### Metal layers overlaid

Drawn at 4 px/um. Only two layers are drawn.
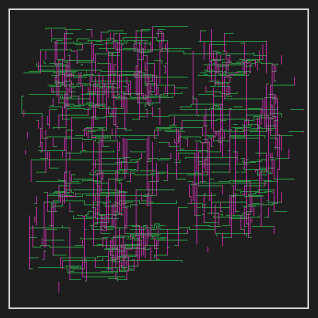
### Metal 2

Drawn at 4 px/um.
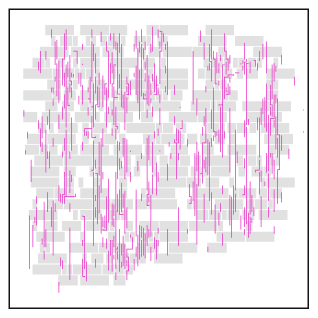
### A small window of the routed layout

Window x 17 to 57, y 17 to 57 um. Cells in grey, sequential cells in the stronger grey; small squares are vias.
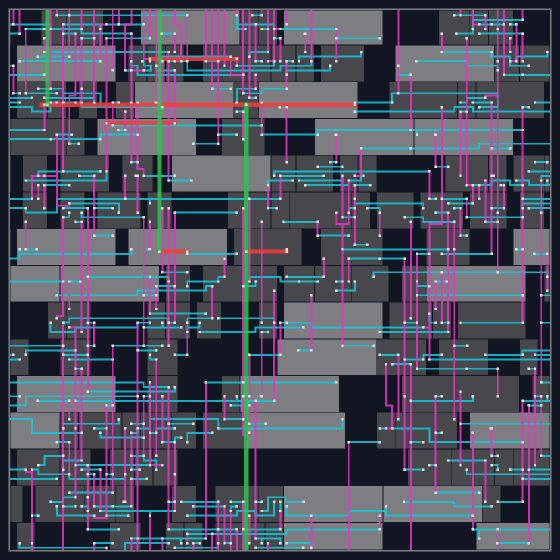
<file path="config.mk">
export PLATFORM = sky130hd
export DESIGN_NAME = clock_stepper
export DESIGN_NICKNAME = d
export VERILOG_FILES = /design/src/rtl/ucisc_debug_pkg.sv /design/src/rtl/button_debouncer.sv /design/src/rtl/clock_stepper.sv
export SDC_FILE = /design/constraint.sdc
export NUM_CORES = 1
export LEC_CHECK = 0
export CORE_MARGIN = 3
export CORE_UTILIZATION = 56
export CTS_CLUSTER_SIZE = 14
export DETAILED_ROUTE_END_ITERATION = 8
export PLACE_DENSITY = 0.78
export SKIP_LAST_GASP = 1
export SYNTH_ARGS = -nofsm -noshare
export SYNTH_HDL_FRONTEND = slang
export SYNTH_SLANG_ARGS = --single-unit
</file>
<file path="constraint.sdc">
create_clock -name clock_input -period 5.4 [get_ports clock_input]
set_input_delay 0.81 -clock clock_input [delete_from_list [all_inputs] [get_ports clock_input]]
set_output_delay 0.81 -clock clock_input [all_outputs]
set_load 0.01 [all_outputs]
</file>
<file path="src/rtl/ucisc_debug_pkg.sv">
// Shared types and default widths for the cpu clock-path debug logic.
package ucisc_debug_pkg;

  typedef enum logic {HALT = 1'b0, RUN = 1'b1} stepper_state_t;

  localparam int DEFAULT_DEBOUNCE_WIDTH = 16;
  localparam int DEFAULT_DIV_WIDTH      = 18;
  localparam int DEFAULT_ADDR_WIDTH     = 16;

endpackage

</file>
<file path="src/rtl/button_debouncer.sv">
// Raw push-button to one-cycle press pulse: 2-flop synchroniser, saturating
// disagreement counter, stable register and registered rising-edge pulse.
module button_debouncer
  import ucisc_debug_pkg::*;
#(
  parameter int DEBOUNCE_WIDTH = DEFAULT_DEBOUNCE_WIDTH
) (
  input  logic clock_input,
  input  logic reset,
  input  logic button,
  output logic press
);

  logic [1:0]                sync;
  logic                      stable;
  logic [DEBOUNCE_WIDTH-1:0] cnt;

  always_ff @(posedge clock_input) begin
    if (reset) begin
      sync   <= '0;
      cnt    <= '0;
      stable <= 1'b0;
      press  <= 1'b0;
    end else begin
      sync  <= {sync[0], button};
      press <= 1'b0;
      if (sync[1] == stable) begin
        cnt <= '0;
      end else if (&cnt) begin
        // pulse lands on the same edge the stable value flips, so the
        // downstream FSM sees it one edge later
        stable <= sync[1];
        cnt    <= '0;
        press  <= sync[1];
      end else begin
        cnt <= cnt + 1'b1;
      end
    end
  end

endmodule

</file>
<file path="src/rtl/clock_stepper.sv">
// CPU clock-enable generator: single-step on debounced presses in HALT, divided
// free-running tick in RUN. Breakpoint halt under CLOCK_STEPPER_BREAKPOINT_EN.
module clock_stepper
  import ucisc_debug_pkg::*;
#(
  parameter int DEBOUNCE_WIDTH = DEFAULT_DEBOUNCE_WIDTH,
  parameter int DIV_WIDTH      = DEFAULT_DIV_WIDTH,
  parameter int ADDR_WIDTH     = DEFAULT_ADDR_WIDTH
) (
  input  logic                  clock_input,
  input  logic                  reset,
  input  logic                  step_button,
  input  logic                  mode_button,
`ifdef CLOCK_STEPPER_BREAKPOINT_EN
  input  logic [ADDR_WIDTH-1:0] pc,
  input  logic [ADDR_WIDTH-1:0] break_addr,
  input  logic                  break_valid,
  output logic                  break_hit,
`endif
  output logic                  step_tick,
  output logic                  running
);

  localparam int BTN_STEP = 0;
  localparam int BTN_MODE = 1;

  logic [1:0]           raw_btn;
  logic [1:0]           press;
  stepper_state_t       state;
  logic [DIV_WIDTH-1:0] div;
  logic                 bp_match;

  assign raw_btn = {mode_button, step_button};

  for (genvar i = 0; i < 2; i++) begin : g_btn
    button_debouncer #(.DEBOUNCE_WIDTH(DEBOUNCE_WIDTH)) u_db (
      .clock_input (clock_input),
      .reset       (reset),
      .button      (raw_btn[i]),
      .press       (press[i])
    );
  end

`ifdef CLOCK_STEPPER_BREAKPOINT_EN
  assign bp_match = break_valid && (pc == break_addr);

  always_ff @(posedge clock_input) begin
    if (reset)
      break_hit <= 1'b0;
    else if (state == RUN && bp_match)
      break_hit <= 1'b1;
    else if (state == HALT && (|press))
      break_hit <= 1'b0;
  end
`else
  logic [ADDR_WIDTH-1:0] addr_unused;  // ADDR_WIDTH only matters with breakpoints
  assign addr_unused = '0;
  assign bp_match    = 1'b0;
`endif

  always_ff @(posedge clock_input) begin
    if (reset) begin
      state     <= HALT;
      running   <= 1'b0;
      step_tick <= 1'b0;
      div       <= '0;
    end else begin
      step_tick <= 1'b0;
      case (state)
        HALT: begin
          if (press[BTN_MODE]) begin
            state   <= RUN;
            running <= 1'b1;
            div     <= '0;
          end else if (press[BTN_STEP]) begin
            step_tick <= 1'b1;
          end
        end
        RUN: begin
          div <= div + 1'b1;
          // leaving RUN swallows any tick due on the same edge
          if (bp_match || press[BTN_MODE]) begin
            state   <= HALT;
            running <= 1'b0;
          end else if (&div) begin
            step_tick <= 1'b1;
          end
        end
        default: begin
          state   <= HALT;
          running <= 1'b0;
        end
      endcase
    end
  end

endmodule
</file>
==> results.rst <==
Run summary
-----------

.. list-table::
   :header-rows: 1

   * - Metric
     - Value
   * - Library cell with the largest summed area after synthesis
     - sky130_fd_sc_hd__dfxtp_1
   * - Vias/cell
     - ~5.5
   * - Final antenna diode count
     - 0
   * - Core area
     - around 4400 sq um
   * - Most common cell after layout, fill and taps aside
     - sky130_fd_sc_hd__dfxtp_1
   * - ANT nets after route
     - 0
   * - Register area
     - 1220 sq um
   * - Post-CTS setup buffers
     - 0
   * - Flop-to-flop setup slack
     - roughly 3.2 ns
   * - Maximum fanout encountered on the critical timing path
     - 7
   * - HPWL after detailed placement
     - 3060 um
   * - Vias in the first global route
     - between 1500 and 2000
   * - Crit Reg-Reg Endpoint
     - div[16]
   * - Combinational Power
     - 0.0000109 W
   * - Power per unit of standard cell area
     - between 200 and 300 nW/um^2
   * - Top Consumer
     - sequential cells
   * - Final critical-path required period
     - 2.16 ns
   * - Critical R2R Launch
     - state
   * - Status
     - completed
   * - RSZ-0062 raised after global routing
     - false
   * - Share of final-layout standard cells stronger than drive strength 1
     - 6.51%
   * - Sequential share of power
     - around 56%
   * - First-pass iteration count of the detailed router
     - 4
   * - Most frequent cells in the layout
     - sky130_fd_sc_hd__dfxtp_1 (61), sky130_fd_sc_hd__nor2_1 (48), sky130_fd_sc_hd__xnor2_1 (21)
   * - Ports
     - 6
   * - Dominant Register Cell
     - sky130_fd_sc_hd__dfxtp_1
   * - Cell count listed in synth_stat.txt
     - about 300
   * - Worst reg-to-reg path cell count
     - 6
   * - Final Hold Slack
     - 0.415 ns
   * - Total number of vias
     - just under 2000
   * - Pin count of the biggest net entering global routing
     - 21
   * - Area of the mapped netlist
     - 2620 sq um
   * - Post-synthesis share of cell area spent on and-or and or-and gates
     - around 6.9%
   * - Final Max Tran Viols
     - 0
   * - Detailed router's first-iteration violation count
     - 93
   * - Tool warnings
     - 27
   * - Most used standard cell by instance count after synthesis
     - sky130_fd_sc_hd__dfxtp_1
   * - Synthesized area divided by synthesized cell count
     - a little under 9 sq um
   * - Worst Tran Pin Value
     - between 0.4 and 0.5 ns
   * - Multiplexer share
     - less than 1%
   * - Post-cts gate resize count
     - 0
   * - Top cell types by occurrence after synthesis
     - sky130_fd_sc_hd__dfxtp_1 (61), sky130_fd_sc_hd__nor2_1 (48), sky130_fd_sc_hd__xnor2_1 (21)
   * - Final count of negative-setup-slack endpoints
     - 0
   * - Fmax
     - around 460 MHz
   * - Met2 wire len
     - approximately 1900 um
   * - Number of buffers other than clock buffers in the final layout
     - 6
   * - Number of max-capacitance violations reported
     - 0
   * - Final core utilization
     - around 65%
-- 'Metal layers overlaid' (at the start) --
legend:
  met2:
    colour: magenta
    wire_length: 1930 um
  met1:
    colour: green
    wire_length: 2130 um

-- 'Metal 2' (at the start) --
share of all routed wire: 45%
wire length on this layer: 1930 um
main direction: vertical
longest straight run: 24.1 um
nets with wire on the layer: 261

-- 'A small window of the routed layout' (at the start) --
legend:
  met1:
    colour: cyan
  met3:
    colour: red
  met2:
    colour: magenta
  met4:
    colour: green
sequential cells in the window: 26
cells with their middle in the window: 136
most frequent: dfxtp_1 (26), nor2_1 (22)
netlist names of flops here include: g_btn.u_db.cnt (12), div (6), g_btn.u_db.press (2)

No activity file was given, so power comes from the tool's default toggle rates.
